**Signal wires on met1**

Drawn at 3 px/um. Supply wires on this layer in grey.
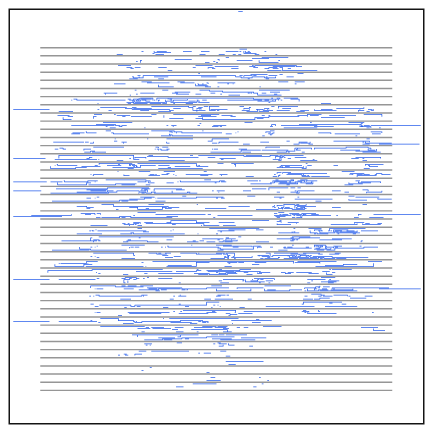
**Signal wires on met2**

Drawn at 2 px/um.
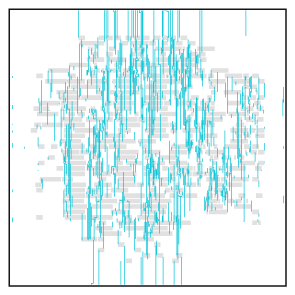
**Met3 routing**

Drawn at 3 px/um.
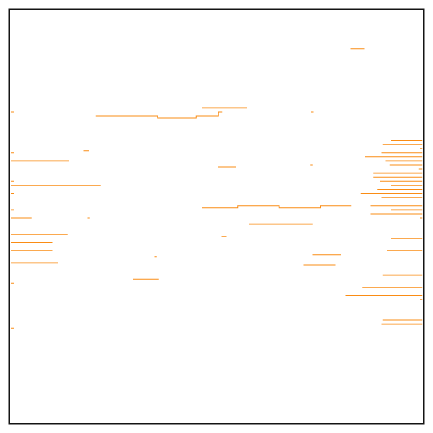
**Placement view**

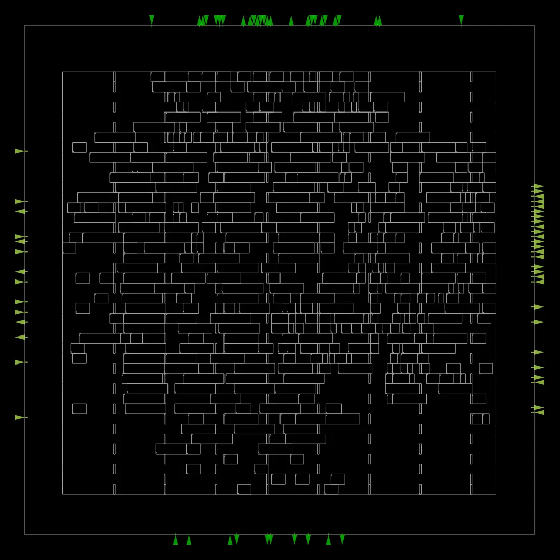
## src/rtl/div_issue_ctrl.sv

```systemverilog
// Operand sequencer for the 8-bit serial divider: buffers operand pairs in a FIFO,
// issues one start_sig operation per pair, traps divide-by-zero and times out hung ops.
// Handshakes: a transfer happens on a rising edge where valid && ready; valid, once
// raised, holds its payload stable until that edge.
module div_issue_ctrl #(
  parameter int FIFO_DEPTH = 4,
  parameter int TIMEOUT    = 32
) (
  input  logic       clk,
  input  logic       rst_n,
  input  logic       in_valid,
  output logic       in_ready,
  input  logic [7:0] in_dividend,
  input  logic [7:0] in_divisor,
  output logic       div_start_sig,
  output logic [7:0] div_dividend,
  output logic [7:0] div_divisor,
  input  logic       div_done_sig,
  input  logic [7:0] div_quotient,
  input  logic [7:0] div_reminder,
  output logic       out_valid,
  input  logic       out_ready,
  output logic [7:0] out_quotient,
  output logic [7:0] out_reminder,
  output logic       out_dz,
  output logic       out_timeout,
  output logic       busy,
  output logic [1:0] fsm_state
);

  localparam int AW = $clog2(FIFO_DEPTH);
  localparam int CW = $clog2(TIMEOUT + 1);

  localparam logic [1:0] ST_IDLE = 2'd0;
  localparam logic [1:0] ST_RUN  = 2'd1;
  localparam logic [1:0] ST_RESP = 2'd2;

  logic [7:0]    mem_dividend [FIFO_DEPTH];
  logic [7:0]    mem_divisor  [FIFO_DEPTH];
  logic [AW:0]   wr_ptr;
  logic [AW:0]   rd_ptr;
  logic          full;
  logic          empty;
  logic          push;
  logic [7:0]    head_dividend;
  logic [7:0]    head_divisor;
  logic [1:0]    state;
  logic [CW-1:0] cnt;

  // The extra pointer MSB separates the full and empty cases when the indices match.
  assign full          = (wr_ptr[AW] != rd_ptr[AW]) && (wr_ptr[AW-1:0] == rd_ptr[AW-1:0]);
  assign empty         = (wr_ptr == rd_ptr);
  assign in_ready      = !full;
  assign push          = in_valid && in_ready;
  assign head_dividend = mem_dividend[rd_ptr[AW-1:0]];
  assign head_divisor  = mem_divisor[rd_ptr[AW-1:0]];
  assign busy          = (state != ST_IDLE) || !empty;
  assign fsm_state     = state;

  always_ff @(posedge clk) begin
    if (push) begin
      mem_dividend[wr_ptr[AW-1:0]] <= in_dividend;
      mem_divisor[wr_ptr[AW-1:0]]  <= in_divisor;
    end
  end

  always_ff @(posedge clk or negedge rst_n) begin
    if (!rst_n) begin
      wr_ptr        <= '0;
      rd_ptr        <= '0;
      state         <= ST_IDLE;
      cnt           <= '0;
      div_start_sig <= 1'b0;
      div_dividend  <= 8'h00;
      div_divisor   <= 8'h00;
      out_valid     <= 1'b0;
      out_quotient  <= 8'h00;
      out_reminder  <= 8'h00;
      out_dz        <= 1'b0;
      out_timeout   <= 1'b0;
    end else begin
      if (push) begin
        wr_ptr <= wr_ptr + 1'b1;
      end
      case (state)
        ST_IDLE: begin
          if (!empty) begin
            rd_ptr       <= rd_ptr + 1'b1;
            div_dividend <= head_dividend;
            div_divisor  <= head_divisor;
            if (head_divisor == 8'h00) begin
              out_quotient <= 8'hFF;
              out_reminder <= head_dividend;
              out_dz       <= 1'b1;
              out_timeout  <= 1'b0;
              out_valid    <= 1'b1;
              state        <= ST_RESP;
            end else begin
              div_start_sig <= 1'b1;
              cnt           <= '0;
              state         <= ST_RUN;
            end
          end
        end
        ST_RUN: begin
          // Dropping start on the done edge returns the divider to step 0 without relaunch.
          if (div_done_sig) begin
            out_quotient  <= div_quotient;
            out_reminder  <= div_reminder;
            out_dz        <= 1'b0;
            out_timeout   <= 1'b0;
            out_valid     <= 1'b1;
            div_start_sig <= 1'b0;
            state         <= ST_RESP;
          end else if (cnt == CW'(TIMEOUT - 1)) begin
            out_quotient  <= 8'h00;
            out_reminder  <= 8'h00;
            out_dz        <= 1'b0;
            out_timeout   <= 1'b1;
            out_valid     <= 1'b1;
            div_start_sig <= 1'b0;
            state         <= ST_RESP;
          end else begin
            cnt <= cnt + 1'b1;
          end
        end
        ST_RESP: begin
          if (out_ready) begin
            out_valid <= 1'b0;
            state     <= ST_IDLE;
          end
        end
        default: begin
          state <= ST_IDLE;
        end
      endcase
    end
  end

endmodule

```

## config.mk

```make
export PLATFORM = sky130hd
export DESIGN_NAME = div_issue_ctrl
export DESIGN_NICKNAME = d
export VERILOG_FILES = /design/src/rtl/div_issue_ctrl.sv
export SDC_FILE = /design/constraint.sdc
export NUM_CORES = 1
export LEC_CHECK = 0
export ABC_CLOCK_PERIOD_IN_PS = 5100
export CORE_MARGIN = 10
export CORE_UTILIZATION = 35
export DETAILED_ROUTE_END_ITERATION = 8
export PLACE_DENSITY = 0.6
export SETUP_SLACK_MARGIN = 0.5
export SYNTH_ARGS = -nofsm -noshare
export SYNTH_HDL_FRONTEND = slang
export SYNTH_SLANG_ARGS = --single-unit
```

## constraint.sdc

```tcl
create_clock -name clk -period 5.1 [get_ports clk]
set_input_delay 1.02 -clock clk [delete_from_list [all_inputs] [get_ports clk]]
set_output_delay 1.02 -clock clk [all_outputs]
set_load 0.02 [all_outputs]
```

==> flow_summary.yaml <==
# flow metrics
detailed_routing:
  wl_per_cell_um: 17.3
  via_per_inst: 4.91
  drt_iter0_drc: 199
global_routing:
  antenna_found_initial: 0
final_layout:
  layout_top_cells: "clkdlybuf4s50_1, edfxtp_1, dfrtp_1"
  layout_top_cell: "clkdlybuf4s50_1"
  layout.cells.non_filler: 608
  area_growth_syn_to_layout_pct: 31.4
  drive_above_1_share_pct: 17.8
setup_path:
  path_depth: 5
  critPathBufInv: 3
  critPathCapture: "busy"
  worstReg2RegEnd: "out_reminder[3]"
  timing.rr.start: "rd_ptr[0]"
pwr:
  p_clk_share_pct: 26.4
  finalPower_mw: 4.36
  switching_power_mw: 1.53
  top_power_group: "combinational logic"
  p_int_mw: 2.82
floorplanning:
  rows: 42
placed_design:
  placed_area_sq_mm: 0.00578
  place_ws_ns: 1.72
yosys:
  ys_sh_aoi_pct: 8.85
  synth_nets: 382
  flop_cell: "edfxtp_1"
  top_cell_area_share_pct: 39.6
final_timing:
  skew_ns: 0.00702
  min_period_ns: 3.72
cts:
  clk_pin_slew_ns: 0.06
outcome:
  status: "finished, final reports clean"
job:
  cap_violations: 0
## Picture notes: 'signal wires on met1'
412 nets have wire on it. The layer carries 4560 um of wire. The layer holds 43% of the routed length.
via count: 2985
final WL: 10500 um

## Picture notes: 'signal wires on met2'
The longest straight run is 51.2 um. The layer holds 49% of the routed length. 401 nets have wire on it. The wires run mostly vertical. The layer carries 5180 um of wire.
met2 Usage GRT: 19.2%

## Picture notes: 'met3 routing'
The longest straight run is 29.7 um. 46 nets have wire on it. The layer holds 6.0% of the routed length. The layer carries 629 um of wire.
met3 usage: 3.82%

## Picture notes: 'placement view'
sequential cell area share: 49.8%
fillers: 1174

final cells by class:
class                           count  area, sq um
Multi-Input combinational cell    196         1560
Clock buffer                       18          429
Clock inverter                     14          158
Sequential cell                   114         3170
Fill cell                        1174         7030
Tap cell                          176          220
Timing Repair Buffer               81          793
Inverter                            9         33.8
routing by layer:
layer	track usage [%]	share of wire [%]	vias to the layer above
li1	-	-	1428
met1	13.5	43	1481
met2	19.2	49	63
met3	3.82	6.0	13
met4	5.68	1.4	0
met5	0	0	-
flip-flops by register name (all words and copies together), names as in the netlist, 2 cells and up:
signal / cells
div_dividend: 8
fsm_state: 2
out_reminder: 8
div_divisor: 8
out_quotient: 8
wr_ptr: 3
mem_divisor: 32
rd_ptr: 3
cnt: 6
mem_dividend: 32
Power figures rest on the tool's default switching activity, not on a simulated workload.
